### src/rtl/mdu_pkg.sv
`default_nettype none
// ---------------------------------------------------------------------------
// Module      : mdu_pkg
// Description : Shared encodings and sizing for the multiply/divide unit.
// Revision    : 1.0 - initial release
// ---------------------------------------------------------------------------
package mdu_pkg;

  localparam int MDU_WIDTH = 32;

  // Iteration counter must hold 0..WIDTH-1 with headroom for the compare.
  function automatic int cnt_width(input int w);
    return $clog2(w) + 1;
  endfunction

  localparam int MDU_CNT_W = cnt_width(MDU_WIDTH);

  typedef enum logic [1:0] {
    OP_MULT  = 2'b00,
    OP_MULTU = 2'b01,
    OP_DIV   = 2'b10,
    OP_DIVU  = 2'b11
  } op_e;

  typedef enum logic [1:0] {
    IDLE   = 2'd0,
    CALC   = 2'd1,
    COMMIT = 2'd2
  } state_e;

endpackage
`default_nettype wire

### src/rtl/mdu_if.sv
`default_nettype none
// ---------------------------------------------------------------------------
// Module      : mdu_if
// Description : Execute-stage bundle between the datapath and the MDU.
// Revision    : 1.0 - initial release
// ---------------------------------------------------------------------------
interface mdu_if #(
  parameter int WIDTH = 32
);
  logic             start;
  logic [1:0]       op;
  logic [WIDTH-1:0] a;
  logic [WIDTH-1:0] b;
  logic             hi_we;
  logic             lo_we;
  logic [WIDTH-1:0] wdata;
  logic             busy;
  logic             done;
  logic             div_by_zero;
  logic [WIDTH-1:0] hi;
  logic [WIDTH-1:0] lo;

  modport master (
    output start, op, a, b, hi_we, lo_we, wdata,
    input  busy, done, div_by_zero, hi, lo
  );

  modport slave (
    input  start, op, a, b, hi_we, lo_we, wdata,
    output busy, done, div_by_zero, hi, lo
  );
endinterface
`default_nettype wire

### src/rtl/mdu_abs_neg.sv
`default_nettype none
// ---------------------------------------------------------------------------
// Module      : mdu_abs_neg
// Description : Conditional two's-complement negate (magnitude / sign fix).
// Revision    : 1.0 - initial release
// ---------------------------------------------------------------------------
module mdu_abs_neg #(
  parameter int W = 32
) (
  input  logic [W-1:0] value,
  input  logic         neg,
  output logic [W-1:0] result
);
  assign result = neg ? (~value + W'(1)) : value;
endmodule
`default_nettype wire

### src/rtl/mul_div_unit.sv
`default_nettype none
// ---------------------------------------------------------------------------
// Module      : mul_div_unit
// Description : Iterative MULT/MULTU/DIV/DIVU with architectural HI/LO.
//               One shift-add or restoring-divide step per cycle.
// Revision    : 1.0 - initial release
// ---------------------------------------------------------------------------
module mul_div_unit
  import mdu_pkg::*;
#(
  parameter int WIDTH = MDU_WIDTH
) (
  input  logic  clk,
  input  logic  rst,
  mdu_if.slave  bus
);
  localparam int CNT_W = cnt_width(WIDTH);

  state_e             state;
  state_e             state_next;
  logic               is_div_q;
  logic               neg_res;    // product / quotient sign
  logic               neg_rem;    // remainder follows the dividend
  logic               zero_q;     // divide by zero pending
  logic [WIDTH-1:0]   opnd;       // multiplicand or divisor magnitude
  logic [2*WIDTH-1:0] acc;        // {upper, lower} working register
  logic [CNT_W-1:0]   count;
  logic               busy_q;
  logic               done_q;
  logic               dbz_q;
  logic [WIDTH-1:0]   hi_q;
  logic [WIDTH-1:0]   lo_q;

  // Operand decode at launch
  op_e              op_in;
  logic             is_signed_in;
  logic             is_div_in;
  logic             sign_a;
  logic             sign_b;
  logic             div_zero_in;
  logic [WIDTH-1:0] abs_a;
  logic [WIDTH-1:0] abs_b;

  assign op_in        = op_e'(bus.op);
  assign is_signed_in = (op_in == OP_MULT) || (op_in == OP_DIV);
  assign is_div_in    = (op_in == OP_DIV) || (op_in == OP_DIVU);
  assign sign_a       = is_signed_in & bus.a[WIDTH-1];
  assign sign_b       = is_signed_in & bus.b[WIDTH-1];
  assign div_zero_in  = is_div_in && (bus.b == '0);

  mdu_abs_neg #(.W(WIDTH)) u_abs_a (.value(bus.a), .neg(sign_a), .result(abs_a));
  mdu_abs_neg #(.W(WIDTH)) u_abs_b (.value(bus.b), .neg(sign_b), .result(abs_b));

  // Sign fix applied to the unsigned result at commit
  logic [2*WIDTH-1:0] prod_fix;
  logic [WIDTH-1:0]   quo_fix;
  logic [WIDTH-1:0]   rem_fix;

  mdu_abs_neg #(.W(2*WIDTH)) u_fix_prod (.value(acc), .neg(neg_res), .result(prod_fix));
  mdu_abs_neg #(.W(WIDTH)) u_fix_quo (.value(acc[WIDTH-1:0]), .neg(neg_res), .result(quo_fix));
  mdu_abs_neg #(.W(WIDTH)) u_fix_rem (.value(acc[2*WIDTH-1:WIDTH]), .neg(neg_rem), .result(rem_fix));

  // One iteration step for each algorithm
  logic [WIDTH:0]     mul_sum;
  logic [2*WIDTH-1:0] mul_next;
  logic [WIDTH:0]     rem_shift;
  logic               take;
  logic [WIDTH-1:0]   rem_sub;
  logic [2*WIDTH-1:0] div_next;

  // Shift-add multiply and restoring divide step, evaluated every cycle
  always_comb begin
    mul_sum   = {1'b0, acc[2*WIDTH-1:WIDTH]} + (acc[0] ? {1'b0, opnd} : '0);
    mul_next  = {mul_sum, acc[WIDTH-1:1]};
    rem_shift = {acc[2*WIDTH-1:WIDTH], acc[WIDTH-1]};
    take      = rem_shift >= {1'b0, opnd};
    rem_sub   = rem_shift[WIDTH-1:0] - opnd;
    div_next  = {(take ? rem_sub : rem_shift[WIDTH-1:0]), acc[WIDTH-2:0], take};
  end

  // State register
  always_ff @(posedge clk) begin
    if (rst) state <= IDLE;
    else     state <= state_next;
  end

  // Next-state logic
  always_comb begin
    state_next = state;
    unique case (state)
      IDLE:    if (bus.start) state_next = div_zero_in ? COMMIT : CALC;
      CALC:    if (count == CNT_W'(WIDTH - 1)) state_next = COMMIT;
      COMMIT:  state_next = IDLE;
      default: state_next = IDLE;
    endcase
  end

  // Datapath, HI/LO and status registers
  always_ff @(posedge clk) begin
    if (rst) begin
      is_div_q <= 1'b0;
      neg_res  <= 1'b0;
      neg_rem  <= 1'b0;
      zero_q   <= 1'b0;
      opnd     <= '0;
      acc      <= '0;
      count    <= '0;
      busy_q   <= 1'b0;
      done_q   <= 1'b0;
      dbz_q    <= 1'b0;
      hi_q     <= '0;
      lo_q     <= '0;
    end else begin
      busy_q <= (state_next != IDLE);
      done_q <= (state == COMMIT);
      dbz_q  <= (state == COMMIT) && zero_q;
      unique case (state)
        IDLE: begin
          if (bus.hi_we) hi_q <= bus.wdata;
          if (bus.lo_we) lo_q <= bus.wdata;
          if (bus.start) begin
            is_div_q <= is_div_in;
            neg_res  <= sign_a ^ sign_b;
            neg_rem  <= sign_a;
            zero_q   <= div_zero_in;
            count    <= '0;
            // Dividend / multiplier sit in the lower half; upper half cleared
            if (is_div_in) begin
              opnd <= abs_b;
              acc  <= {{WIDTH{1'b0}}, abs_a};
            end else begin
              opnd <= abs_a;
              acc  <= {{WIDTH{1'b0}}, abs_b};
            end
          end
        end
        CALC: begin
          acc   <= is_div_q ? div_next : mul_next;
          count <= count + CNT_W'(1);
        end
        COMMIT: begin
          if (!zero_q) begin
            if (is_div_q) begin
              hi_q <= rem_fix;
              lo_q <= quo_fix;
            end else begin
              {hi_q, lo_q} <= prod_fix;
            end
          end
        end
        default: ;
      endcase
    end
  end

  assign bus.busy        = busy_q;
  assign bus.done        = done_q;
  assign bus.div_by_zero = dbz_q;
  assign bus.hi          = hi_q;
  assign bus.lo          = lo_q;

endmodule
`default_nettype wire
### src/flat_wrapper.sv
// flat-port wrapper written by rule: the top's interface ports become plain ports
module mul_div_unit_flat import mdu_pkg::*;
#(
  parameter int WIDTH = MDU_WIDTH
)
  (clk, rst, bus_start, bus_op, bus_a, bus_b, bus_hi_we, bus_lo_we, bus_wdata, bus_busy, bus_done, bus_div_by_zero, bus_hi, bus_lo);
  mdu_if #(.WIDTH(WIDTH)) bus_i ();
  input  logic clk;
  input  logic rst;
  input wire logic [$bits(bus_i.start)-1:0] bus_start;
  input wire logic [$bits(bus_i.op)-1:0] bus_op;
  input wire logic [$bits(bus_i.a)-1:0] bus_a;
  input wire logic [$bits(bus_i.b)-1:0] bus_b;
  input wire logic [$bits(bus_i.hi_we)-1:0] bus_hi_we;
  input wire logic [$bits(bus_i.lo_we)-1:0] bus_lo_we;
  input wire logic [$bits(bus_i.wdata)-1:0] bus_wdata;
  output wire logic [$bits(bus_i.busy)-1:0] bus_busy;
  output wire logic [$bits(bus_i.done)-1:0] bus_done;
  output wire logic [$bits(bus_i.div_by_zero)-1:0] bus_div_by_zero;
  output wire logic [$bits(bus_i.hi)-1:0] bus_hi;
  output wire logic [$bits(bus_i.lo)-1:0] bus_lo;
  assign bus_i.start = bus_start;
  assign bus_i.op = bus_op;
  assign bus_i.a = bus_a;
  assign bus_i.b = bus_b;
  assign bus_i.hi_we = bus_hi_we;
  assign bus_i.lo_we = bus_lo_we;
  assign bus_i.wdata = bus_wdata;
  assign bus_busy = bus_i.busy;
  assign bus_done = bus_i.done;
  assign bus_div_by_zero = bus_i.div_by_zero;
  assign bus_hi = bus_i.hi;
  assign bus_lo = bus_i.lo;
  mul_div_unit #(.WIDTH(WIDTH)) u_core (.clk(clk), .rst(rst), .bus(bus_i));
endmodule
### config.mk
export PLATFORM = sky130hd
export DESIGN_NAME = mul_div_unit_flat
export DESIGN_NICKNAME = d
export VERILOG_FILES = /design/src/rtl/mdu_pkg.sv /design/src/rtl/mdu_if.sv /design/src/rtl/mdu_abs_neg.sv /design/src/rtl/mul_div_unit.sv /design/src/flat_wrapper.sv
export SDC_FILE = /design/constraint.sdc
export NUM_CORES = 1
export LEC_CHECK = 0
export ABC_AREA = 0
export CORE_ASPECT_RATIO = 1.25
export CORE_MARGIN = 2
export CORE_UTILIZATION = 34
export CTS_CLUSTER_SIZE = 24
export DETAILED_ROUTE_END_ITERATION = 16
export PLACE_DENSITY_LB_ADDON = 0.05
export SYNTH_ARGS = -nofsm -noshare
export SYNTH_HDL_FRONTEND = slang
export SYNTH_HIERARCHICAL = 1
export SYNTH_SLANG_ARGS = --single-unit
### constraint.sdc
create_clock -name clk -period 3.6 [get_ports clk]
set_input_delay 0.72 -clock clk [delete_from_list [all_inputs] [get_ports clk]]
set_output_delay 0.72 -clock clk [all_outputs]
set_load 0.05 [all_outputs]
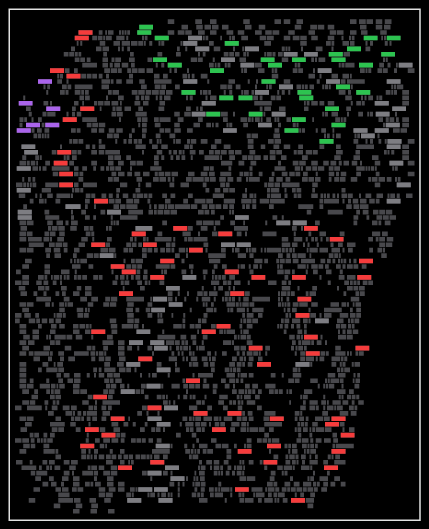
**Above:** run 1 (where the registers sit).
Drawn at 2 px/um. Other sequential cells in the stronger grey, the rest of the logic in the fainter grey.
`u_core/bus.lo` -> green  # sequential cells 32
`u_core/count` -> purple  # sequential cells 6, where north-west
`u_core/acc` -> red  # sequential cells 64
not coloured = 73
flip-flop and latch area: 3510 sq um
Core Util, Final: 41.7%
seq pwr: 2.18 mW
Seq/total area: 17.0%

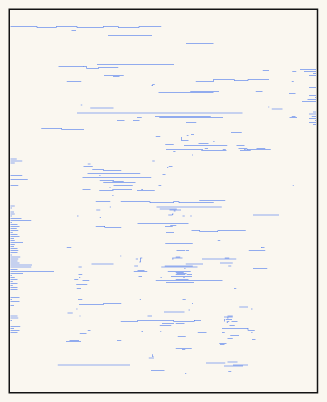
**Above:** run 1 (M3 wires).
Drawn at 1.5 px/um.
nets with wire on the layer = 202
wire length on this layer = 2,330 um
met3 Usage GRT: 3.28%
drt total wl: 67,500 um
Vias: 17,200

==> ci_impl_report.md, run 1 <==
## Synthesis and layout report

| Metric | Value |
|---|---|
| Initial antenna violation count | 0 |
| Post-DP HPWL | 53,100 um |
| Fin. Hold Viols | 0 |
| Post-Synthesis Net Count | 2,355 |
| Dominant logic cell type in the layout | nor2_1 |
| Rel. slew slack | 38.4% |
| Die width | 205 um |
| OpenROAD warning count | 26 |
| CTS root buf | clkbuf_16 |
| Routed met1 length | 29,100 um |
| Layout area overhead | 20.9% |
| Final-layout fill cell count | 5,146 |
| H-tree levels | 4 |
| Critical path endpoint | u_core/acc[62] |
| Post-synthesis async set-or-reset flop share | 0% |
| Buffers on Ports | 169 |
| Cell count in the Yosys report | 2,180 |
| Worst Setup Slack, final | 0.245 ns |
| Largest net degree at the start of global routing | 97 |
| Nets | 2,527 |
| Crit Path Class | reg2reg |
| Grt met2 use | 45.9% |
| Reg2Reg Launch Point | u_core/acc[52] |
| Pre-Place Util | 34.5% |
| Worst-margin pin slew | 0.916 ns |
| Power in the clock group | 1.98 mW |
| Met2 wire len | 34,500 um |
| Worst skew pair latency | 0.51 ns |
| Crit path launch | u_core/acc[52] |
| Dominant flop cell | dfxtp_1 |
| Residual DRC count | 0 |
| Synthesis Warnings | 6 |
| Distinct cells, synth | 88 |
| Antenna Nets Post-Route | 0 |
| P_sw | 2.79 mW |
| Gate Area | 12,800 sq um |
| Required time worst endpoint | 3.98 ns |
| Crit path depth | 12 |
| LEAKAGE | 7.72 nW |
| DR WL met3 | 2330 um |
| Clock skew | 0.0167 ns |
| Worst path bufs/invs | 2 |
| Antenna cells | 0 |
| CP startpoint kind | flip-flop |
| Cts hold-fix bufs | 0 |
| Final setup TNS | 0 ns |
| Outcome | complete, no violations |
| Worst-path cell chain | ha_1 -> nand4_1 -> nor3_1 -> a41oi_1 -> o21ai_0 -> a211oi_1 -> o21ai_2 -> buf_4 -> buf_4 -> or3_1 -> a32oi_1 -> a31oi_1 |
| GRT Util Overall | 25.6% |
| Sw Ratio | 40.9% |
| Number of global-route vias before repair | 16,400 |
| DR pass1 iterations | 6 |
| Layout cell share with drive strength beyond 1 | 10.6% |
| RePlAce Congestion | 0.926 |
| Cell mode on critical path | buf_4 |
| CTS Buf Count | 17 |
| Top cells by area | dfxtp_1 20%, xnor2_1 11%, mux2i_1 8.3% |
| Reg-to-reg endpoint | u_core/acc[62] |
| DP Cell Count | 2,984 |
| Worst Hold Depth | 2 |
| Worst hold-check path type | reg2reg |
| CTS resizes | 0 |
| Hold EP | u_core/zero_q |
| Cells after Synth | 2,180 |
| Top power group | combinational cells |
| Seq pwr share | 32.0% |
| RSZ-0062 raised after global routing | false |
| Grt peak-use layer | met2 |
| Clock Path Buffers | 2 |
| Max-area cell share | 20.5% |
| Crit path DAT | 3.73 ns |
| Avg WL per Cell | 22.4 um |
| Max Cap Viol | 0 |
| Top cells excl fill/tap | 238 x nor2_1, 210 x xnor2_1, 173 x dfxtp_1 |
| Setup violators final | 0 |
| R2R cell count | 12 |
| Overall Power | 6.81 mW |
| Yosys Chip Area | 17,100 sq um |
| Post-Syn Area | 17,100 sq um |
| DRT iter0 DRCs | 1,298 |
| Internal cell power | 4.02 mW |
| TritonCTS clock tree | done |
| HP Start | u_core/zero_q |
| Minimum clock period | 3.35 ns |
| TritonCTS sink count | 175 |
| First-pass GRT wire length | 101,000 um |
| CP max stage delay | 0.63 ns |
| Clock power frac | 29.0% |
| Placed Area | 20,100 sq um |
| M1 GR Usage | 31.7% |
| Fin cells | 3,016 |
| Comb power frac | 39.0% |
| Master of the slowest instance on the critical path | dfxtp_1 |
| Syn Area/Cell | 7.84 sq um |
| Worst VDD drop | 0.373 mV |
| Period utilisation layout | 93.2% |
| Gr ovfl total | 0 |
| PD cells | 329 nW/um^2 |
| Pre-CTS WS | 0.140 ns |
| Clk slew on worst S/H paths | 0.08 ns |
| Slew Viols, Final | 0 |
| Synth Seq Share | 20.5% |
| I/O pins | 170 |
| Max Freq | 298 MHz |
| Synth Register Bits | 175 |
| Die Span Y | 255 um |
| CP top delay family | AND-OR/OR-AND gates |
| Chip footprint | 52,100 sq um |
| EDFF count, synth | 0 |
| Critical Path End Type | flip-flop |
| Via-to-Cell Ratio | 5.70 |
| CP Max Fanout | 11 |
| Uppermost layer routed | met4 |
| Combinational power | 2.65 mW |
| FF-to-FF setup slack | 0.25 ns |
| Setup bufs post-CTS | 0 |
| WHS | 0.469 ns |
| Synth area leader | dfxtp_1 |
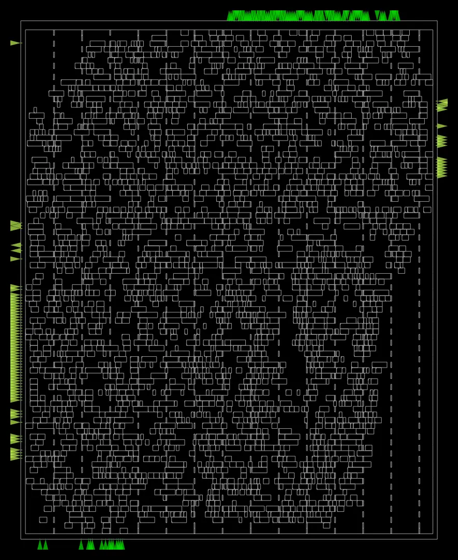
**Above:** run 1 (cell placement).
row cnt: 91
core area: 49,500 sq um
well tap count: 651
Seq cells: 175

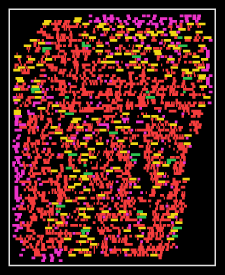
**Above:** run 1 (cells coloured by class).
Drawn at 1 px/um.
combinational and other logic -> red  # cells 1,870
clock drivers and dummy loads -> green  # cells 32
flops -> yellow  # cells 175
other buffers and delay cells -> magenta  # cells 288
design area: 20,700 sq um

## run 1: Yosys cell counts, types with 6 or more instances
library cell  number
buf_4              9
o21a_1            11
o221ai_1           6
a22oi_1           18
nor2b_1           46
o41ai_2           22
a31oi_1            8
and2_1             6
nand4_1           24
o21ai_1            7
nand3_1           29
xnor2_1          210
clkbuf_1          90
a21o_1            26
or2b_1             8
nor4_4            16
ha_1              70
nor2_1           238
inv_1             67
o31ai_1           50
xor2_1            19
buf_1             28
or2_2             11
nor3_1            37
o21bai_1          10
or4_1              7
nor4_1            23
mux2i_1          142
o41ai_1           29
a21oi_1          166
o21ai_0          103
nand2_1          137
or3_1             24
nand2b_1          28
dfxtp_1          175
o211ai_1          14
a211oi_1         167
## run 1: registers in the layout, indices dropped and copies added, names as in the netlist
name,cells
u_core/bus.done,1
u_core/bus.lo,32
u_core/opnd,32
u_core/acc,64
u_core/neg_res,1
u_core/count,6
u_core/state,2
u_core/bus.div_by_zero,1
u_core/zero_q,1
u_core/is_div_q,1
u_core/neg_rem,1
u_core/bus.hi,32
u_core/bus.busy,1
## run 1: logic make-up (layout without fill, tap and decap cells)
logic type,count (synthesis),in the layout,share of synthesized area (%)
AND-OR/OR-AND,687,687,28.2
XOR/XNOR,229,229,11.7
adder cells (fa/ha/maj),72,72,5.36
buffers and inverters,202,387,4.80
flip-flops,175,175,20.5
multiplexers,143,143,8.38
AND/OR/NAND/NOR,672,672,21.1
## run 1: cell type report
cell class                      instances  share of cell area, %
Clock buffer                           18                   2.12
Clock inverter                         14                  0.769
Tap cell                              651                   3.94
Sequential cell                       175                   17.0
Multi-Input combinational cell       1803                   62.0
Inverter                               67                   1.22
Timing Repair Buffer                  288                   13.0
==> run 2: changes to the inputs <==
--- a/config.mk
+++ b/config.mk
@@ -6,12 +6,14 @@
 export NUM_CORES = 1
 export LEC_CHECK = 0
 export ABC_AREA = 0
+export ABC_CLOCK_PERIOD_IN_PS = 2800
 export CORE_ASPECT_RATIO = 1.25
 export CORE_MARGIN = 2
 export CORE_UTILIZATION = 34
 export CTS_CLUSTER_SIZE = 24
 export DETAILED_ROUTE_END_ITERATION = 16
 export PLACE_DENSITY_LB_ADDON = 0.05
+export SETUP_SLACK_MARGIN = 0.1
 export SYNTH_ARGS = -nofsm -noshare
 export SYNTH_HDL_FRONTEND = slang
 export SYNTH_HIERARCHICAL = 1
==> constraint.sdc (replaced) <==
create_clock -name clk -period 2.8 [get_ports clk]
set_input_delay 0.56 -clock clk [delete_from_list [all_inputs] [get_ports clk]]
set_output_delay 0.56 -clock clk [all_outputs]
set_load 0.05 [all_outputs]
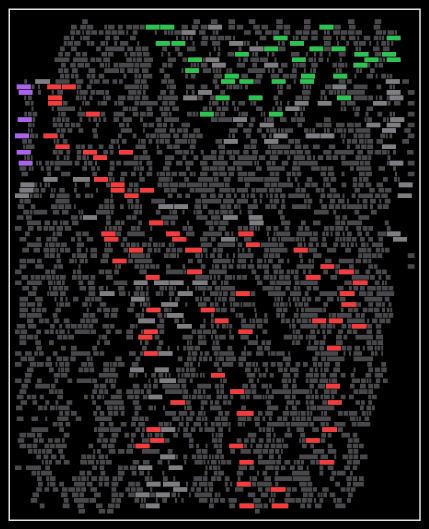
**Above:** run 2 (where the registers sit).
Drawn at 2 px/um. Other sequential cells in the stronger grey, the rest of the logic in the fainter grey.
`u_core/count` -> purple  # sequential cells 6, where north-west
`u_core/bus.lo` -> green  # sequential cells 32
`u_core/acc` -> red  # sequential cells 64
not coloured = 73
Seq/total area: 14.1%
Core Util, Final: 51.2%
flip-flop and latch area: 3560 sq um
seq pwr: 2.79 mW

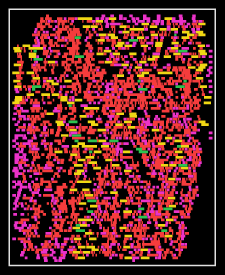
**Above:** run 2 (cells coloured by class).
Drawn at 1 px/um.
clock drivers and dummy loads -> green  # cells 32
combinational and other logic -> red  # cells 1,870
other buffers and delay cells -> magenta  # cells 677
flops -> yellow  # cells 175
design area: 25,400 sq um

==> ci_impl_report.md, run 2 <==
## Synthesis and layout report

| Metric | Value |
|---|---|
| Buffers on Ports | 169 (unchanged) |
| H-tree levels | 4 (unchanged) |
| CP max stage delay | 0.40 ns (-0.23 ns) |
| FF-to-FF setup slack | -0.22 ns (-0.47 ns) |
| Top reg by flops | u_core/acc |
| Fin. Hold Viols | 0 (unchanged) |
| Critical Path End Type | flip-flop |
| Layout area overhead | 48.4% |
| Number of global-route vias before repair | 18,100 (+11%) |
| Slew Viols, Final | 0 (unchanged) |
| Crit Path Class | reg2reg |
| Final-layout fill cell count | 4,815 (-6.4%) |
| Worst hold-check path type | reg2reg |
| Synth cell count leaders | 238 x nor2_1, 210 x xnor2_1, 175 x dfxtp_1 |
| Met2 wire len | 36,100 um (+4.7%) |
| Top-count cell post-synth | nor2_1 |
| Cts hold-fix bufs | 0 (unchanged) |
| Core area | 49,500 sq um (unchanged) |
| Minimum clock period | 3.02 ns (-0.333 ns) |
| Worst Setup Slack, final | -0.222 ns (-0.467 ns) |
| WHS | 0.476 ns (+0.00680 ns) |
| Initial antenna violation count | 0 (unchanged) |
| Distinct cells, synth | 88 (unchanged) |
| CP Max Fanout | 4 (-7) |
| Routed met1 length | 30,000 um (+2.9%) |
| Cells after Synth | 2,180 (unchanged) |
| Post-Synthesis Net Count | 2,355 (unchanged) |
| Chip footprint | 52,100 sq um (unchanged) |
| DRT iter0 DRCs | 1,142 (-12%) |
| Synth Seq Share | 20.5% (unchanged) |
| Rel. slew slack | 31.0% (-7.4 points) |
| Post-DP HPWL | 56,600 um (+6.7%) |
| CTS Buf Count | 17 (unchanged) |
| Post-synthesis async set-or-reset flop share | 0% (unchanged) |
| Top cells by area | dfxtp_1 20%, xnor2_1 11%, mux2i_1 8.3% |
| Final setup TNS | -1.77 ns (-1.77 ns) |
| Yosys Chip Area | 17,100 sq um (unchanged) |
| Clock Path Buffers | 2 (unchanged) |
| Outcome | finished, violations left |
| Gate Area | 14,300 sq um (+11%) |
| M1 GR Usage | 32.1% (+0.43 points) |
| DR pass1 iterations | 7 (+1) |
| Synth Register Bits | 175 (unchanged) |
| Setup violators final | 19 (+19) |
| TritonCTS clock tree | done |
| Top cells excl fill/tap | 466 x buf_4, 222 x nor2_1, 206 x xnor2_1 |
| Max Cap Viol | 0 (unchanged) |
| Crit path launch | u_core/acc[0] |
| Crit path DAT | 3.40 ns (-0.33 ns) |
| CTS resizes | 117 (+117) |
| Via-to-Cell Ratio | 5.45 (-4.4%) |
| Grt met2 use | 48.4% (+2.5 points) |
| Max FFs per register | 64 (unchanged) |
| I/O pins | 170 (unchanged) |
| Hold EP | u_core/neg_rem |
| HP Start | u_core/neg_rem |
| Max Freq | 331 MHz (+11%) |
| RePlAce Congestion | 0.883 (-4.7%) |
| Largest net degree at the start of global routing | 80 (-18%) |
| Failing checks | setup timing |
| Worst skew pair latency | 0.50 ns (about the same) |
| Worst VDD drop | 0.542 mV (+45%) |
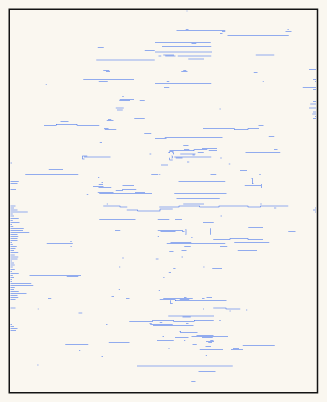
**Above:** run 2 (M3 wires).
Drawn at 1.5 px/um.
longest straight run = 63.5 um
wire length on this layer = 2,200 um
drt total wl: 71,000 um
met3 Usage GRT: 2.73%
Vias: 18,600

-- run 2: logic make-up (layout without fill, tap and decap cells) --
group | Yosys count | count (layout) | synth area share (%)
flip-flops | 175 | 175 | 20.5
multiplexers | 143 | 143 | 8.38
AND/OR/NAND/NOR | 672 | 672 | 21.1
XOR/XNOR | 229 | 229 | 11.7
AND-OR/OR-AND | 687 | 687 | 28.2
adder cells (fa/ha/maj) | 72 | 72 | 5.36
buffers and inverters | 202 | 776 | 4.80
-- run 2: final cells by class --
| cell class | instances | area share, % |
|---|---|---|
| inverters | 67 | 1.04 |
| well taps | 651 | 3.21 |
| flip-flops and latches | 175 | 14.1 |
| clock buffers | 18 | 1.69 |
| clock inverters | 14 | 0.661 |
| repair buffers | 677 | 23.1 |
| multi-input cells | 1803 | 56.2 |
-- run 2: worst max-delay path: cells and delay by family, from the launching register on --
family	cells	cell delay [ns]
xor gates and xnor gates	1	0.10
buffers and inverters	1	0.04
AOI/OAI and AO/OA	5	1.16
DFF	1	0.40
and+or+nand+nor	4	0.73
adders and majority gates	2	0.48
-- run 2: through the flow --
| step | area [sq um] | setup WS (ns) | cells | power (mW) |
|---|---|---|---|---|
| global route | 25400 | -0.294 | 3405 | 10.1 |
| detailed placement | 22800 | -0.715 | 3330 | 6.73 |
| CTS | 24100 | -0.176 | 3374 | 9.41 |
| finish | 25400 | -0.222 | 3405 | 9.64 |
| global placement | 22800 | -0.715 | 3330 | 6.71 |
| floorplan | 17200 | -0.0375 | 2180 | 5.00 |
-- run 2: power breakdown --
part / internal, mW / leakage [nW] / switching (mW)
clock: 1.20 / 0.289 / 1.30
combinational: 1.91 / 8.31 / 2.43
sequential: 2.65 / 1.45 / 0.141
total: 5.77 / 10.0 / 3.87
==> run 3: changes to the inputs <==
--- a/config.mk
+++ b/config.mk
@@ -14,6 +14,7 @@
 export DETAILED_ROUTE_END_ITERATION = 16
 export PLACE_DENSITY_LB_ADDON = 0.05
 export SETUP_SLACK_MARGIN = 0.1
+export SLEW_MARGIN = 5
 export SYNTH_ARGS = -nofsm -noshare
 export SYNTH_HDL_FRONTEND = slang
 export SYNTH_HIERARCHICAL = 1
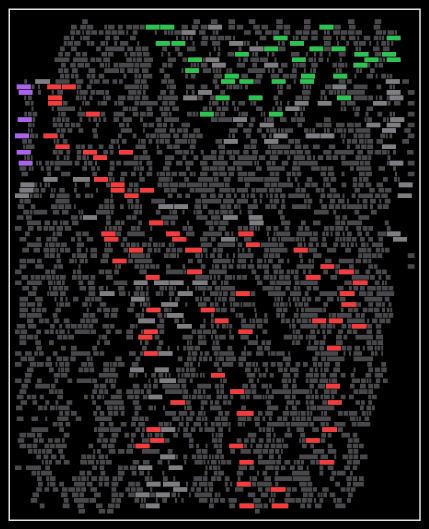
**Above:** run 3 (where the registers sit).
Drawn at 2 px/um. Other sequential cells in the stronger grey, the rest of the logic in the fainter grey.
`u_core/count` -> purple  # sequential cells 6, where north-west
`u_core/bus.lo` -> green  # sequential cells 32
`u_core/acc` -> red  # sequential cells 64
not coloured = 73

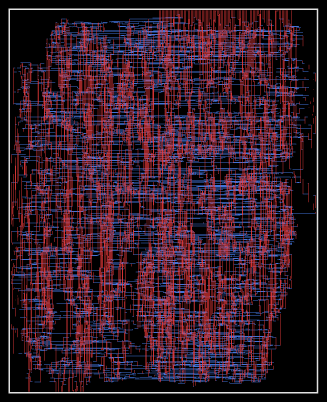
**Above:** run 3 (wiring by layer).
Drawn at 1.5 px/um. Two of the layers only.
metal 1 -> blue  # wire length 30.0 mm
metal 2 -> red  # wire length 36.1 mm
GRT Util Overall: 26.7%
Avg WL per Cell: 20.8 um

==> ci_impl_report.md, run 3 <==
## Synthesis and layout report

| Metric | Value |
|---|---|
| Residual DRC count | 0 |
| Routed met1 length | 30,000 um (unchanged) |
| Layout area overhead | 48.4% (unchanged) |
| Vias | 18,600 (unchanged) |
| Die width | 205 um |
| Clock Path Buffers | 2 (unchanged) |
| Buffers on Ports | 169 (unchanged) |
| Yosys Chip Area | 17,100 sq um (unchanged) |
| M1 GR Usage | 32.1% (unchanged) |
| CTS Buf Count | 17 (unchanged) |
| Final setup TNS | -1.77 ns (unchanged) |
| Met2 wire len | 36,100 um (unchanged) |
| CP Max Fanout | 4 (unchanged) |
| Clock skew | 0.0173 ns |
| First-pass GRT wire length | 106,000 um |
| Max Freq | 331 MHz (unchanged) |
| Met3 Usage GRT | 2.73% (unchanged) |
| Cell count in the Yosys report | 2,180 |
| OpenROAD warning count | 29 |
| RSZ-0062 raised after global routing | true |
| DR pass1 iterations | 7 (unchanged) |
| Slew Viols, Final | 0 (unchanged) |
| EDFF count, synth | 0 |
| Period utilisation layout | 108% |
| Post-Syn Area | 17,100 sq um |
| Uppermost layer routed | met4 |
| Layout cell share with drive strength beyond 1 | 31.4% |
| Worst path bufs/invs | 1 (unchanged) |
| Synth Seq Share | 20.5% (unchanged) |
| Post-Synthesis Net Count | 2,355 (unchanged) |
| Master of the slowest instance on the critical path | dfxtp_4 |
| Mux area share | 8.38% (unchanged) |
| Post-synthesis async set-or-reset flop share | 0% (unchanged) |
| Syn Area/Cell | 7.84 sq um |
| Rel. slew slack | 31.0% (unchanged) |
| Dominant flop cell | dfxtp_1 |
| Synth area leader | dfxtp_1 |
| Clock power frac | 25.9% (about the same) |
| Gr ovfl total | 0 |
| Max-area cell share | 20.5% |
| Required time worst endpoint | 3.18 ns |
| Setup violators final | 19 (unchanged) |
| Grt met2 use | 48.4% (unchanged) |
| H-tree levels | 4 (unchanged) |
| TritonCTS sink count | 175 |
| Worst skew pair latency | 0.50 ns (about the same) |
| Die Span Y | 255 um |
| Top cells by area | dfxtp_1 20%, xnor2_1 11%, mux2i_1 8.3% |
| Xor/xnor share | 11.7% (unchanged) |
| Top non-seq family | AND-OR/OR-AND gates |
| Top-count cell post-synth | nor2_1 |
| Internal cell power | 5.77 mW (unchanged) |
| DRT iter0 DRCs | 1,142 (unchanged) |
| CP startpoint kind | flip-flop |
| CP top delay family | AND-OR/OR-AND gates |
| Row cnt | 91 |
| Via-to-Cell Ratio | 5.45 (unchanged) |
| Fin. Hold Viols | 0 (unchanged) |
| Pre-Place Util | 34.5% |
| Top cells excl fill/tap | 466 x buf_4, 222 x nor2_1, 206 x xnor2_1 |
| P_sw | 3.87 mW (unchanged) |
| Minimum clock period | 3.02 ns (unchanged) |
| Simple share | 21.1% (unchanged) |
| Synthesis Warnings | 6 |
| Worst-path cell chain | and2_4 -> ha_4 -> inv_2 -> fa_2 -> nand2b_4 -> a211o_1 -> nand2_2 -> o2bb2ai_4 -> o2111ai_4 -> o21a_1 -> nor3_2 -> xnor2_1 -> a221o_1 |
| AO/OA Area Share | 28.2% (unchanged) |
| Chip footprint | 52,100 sq um (unchanged) |
| Distinct cells, synth | 88 (unchanged) |
| Initial antenna violation count | 0 (unchanged) |
| Dominant logic cell type in the layout | buf_4 |
| Pre-CTS WS | -0.715 ns (unchanged) |
| Failing checks | setup timing |
| DR WL met3 | 2200 um |
| Nets | 2,916 |
| Core area | 49,500 sq um (unchanged) |
| Max Cap Viol | 0 (unchanged) |
| PD cells | 380 nW/um^2 |
| Yosys adder share | 5.36% (unchanged) |
| RePlAce Congestion | 0.883 (unchanged) |
| Critical Path End Type | flip-flop |
| Drt total wl | 71,000 um (unchanged) |
| Synth cell count leaders | 238 x nor2_1, 210 x xnor2_1, 175 x dfxtp_1 |
| Seq pwr share | 29.0% (about the same) |
| Worst hold-check path type | reg2reg |
| Top reg by flops | u_core/acc |
| Sw Ratio | 40.2% (unchanged) |
| Worst VDD drop | 0.542 mV (unchanged) |
| Max FFs per register | 64 (unchanged) |
| Largest net degree at the start of global routing | 80 (unchanged) |
| Grt peak-use layer | met2 |
| Antenna Nets Post-Route | 0 |
| WHS | 0.476 ns (unchanged) |
| Outcome | finished, violations left |
| Post-DP HPWL | 56,600 um (unchanged) |
| Antenna cells | 0 |
| Cells after Synth | 2,180 (unchanged) |
| CTS root buf | clkbuf_16 |
| Worst-margin pin slew | 1.03 ns |
| Clk slew on worst S/H paths | 0.08 ns |
| I/O pins | 170 (unchanged) |
| Comb power frac | 45.1% (about the same) |
| Crit path DAT | 3.40 ns (about the same) |
| Worst Setup Slack, final | -0.222 ns (unchanged) |
| TritonCTS clock tree | done |
| Synth Register Bits | 175 (unchanged) |
| Crit Path Class | reg2reg |
| Number of global-route vias before repair | 18,100 (unchanged) |
| CP max stage delay | 0.40 ns (about the same) |
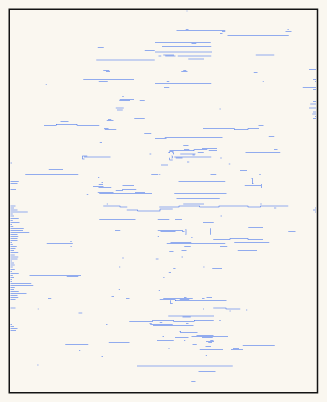
**Above:** run 3 (M3 wires).
Drawn at 1.5 px/um.
share of all routed wire = 3.1%
main direction = horizontal

[run 3: cell counts after synthesis]
No cell type changed its count.
[run 3: metrics by stage]
stage	std cells	util, %	instance area (sq um)	total power [mW]
after CTS	3374	48.6	24100	9.41
after global routing	3405	51.2	25400	10.1
after floorplan	2180	-	17200	5.00
after global placement	3330	46.1	22800	6.71
after detailed placement	3330	46.1	22800	6.73
final	3405	51.2	25400	9.64
[run 3: layout make-up]
class,count,area [sq um]
repair buffers,677,5860
fillers,4815,24200
well taps,651,815
flip-flops and latches,175,3560
multi-input cells,1803,14300
inverters,67,264
clock inverters,14,168
clock buffers,18,429
[run 3: what timing repair did]
| item | CTS | global route |
|---|---|---|
| setup endpoints to repair | 60 | 82 |
| cloned | 1 | 0 |
| buffers inserted | 11 | 31 |
| hold buffers | 0 | 0 |
| resized | 117 | 216 |
| endpoints found under the hold margin | 0 | 0 |
| pin swaps | 27 | 116 |
[run 3: power by group through the flow]
stage	combinational (mW)	clock, mW	sequential, mW
2_1_floorplan	1.91	0	3.09
3_5_place_dp	3.89	0	2.84
3_3_place_gp	3.87	0	2.84
4_1_cts	4.05	2.57	2.79
6_report	4.35	2.50	2.79
5_1_grt	4.65	2.64	2.82
[run 3: path summary, 6_finish.rpt]
| path | slack, ns | start | cells after the start | to |
|---|---|---|---|---|
| setup / recovery | -0.22 | u_core/acc[0] | 13 | u_core/acc[61] |
| setup reg to reg | -0.22 | u_core/acc[0] | 13 | u_core/acc[61] |
| hold / removal | 0.48 | u_core/neg_rem | 2 | u_core/neg_rem |
| hold reg to reg | 0.48 | u_core/neg_rem | 2 | u_core/neg_rem |
[run 3: worst min-delay path, stage by stage, from the launching register on]
cell and delay [ns]:
dfxtp_1 0.32, nand2_1 0.05, a21oi_1 0.05
Power figures rest on the tool's default switching activity, not on a simulated workload.
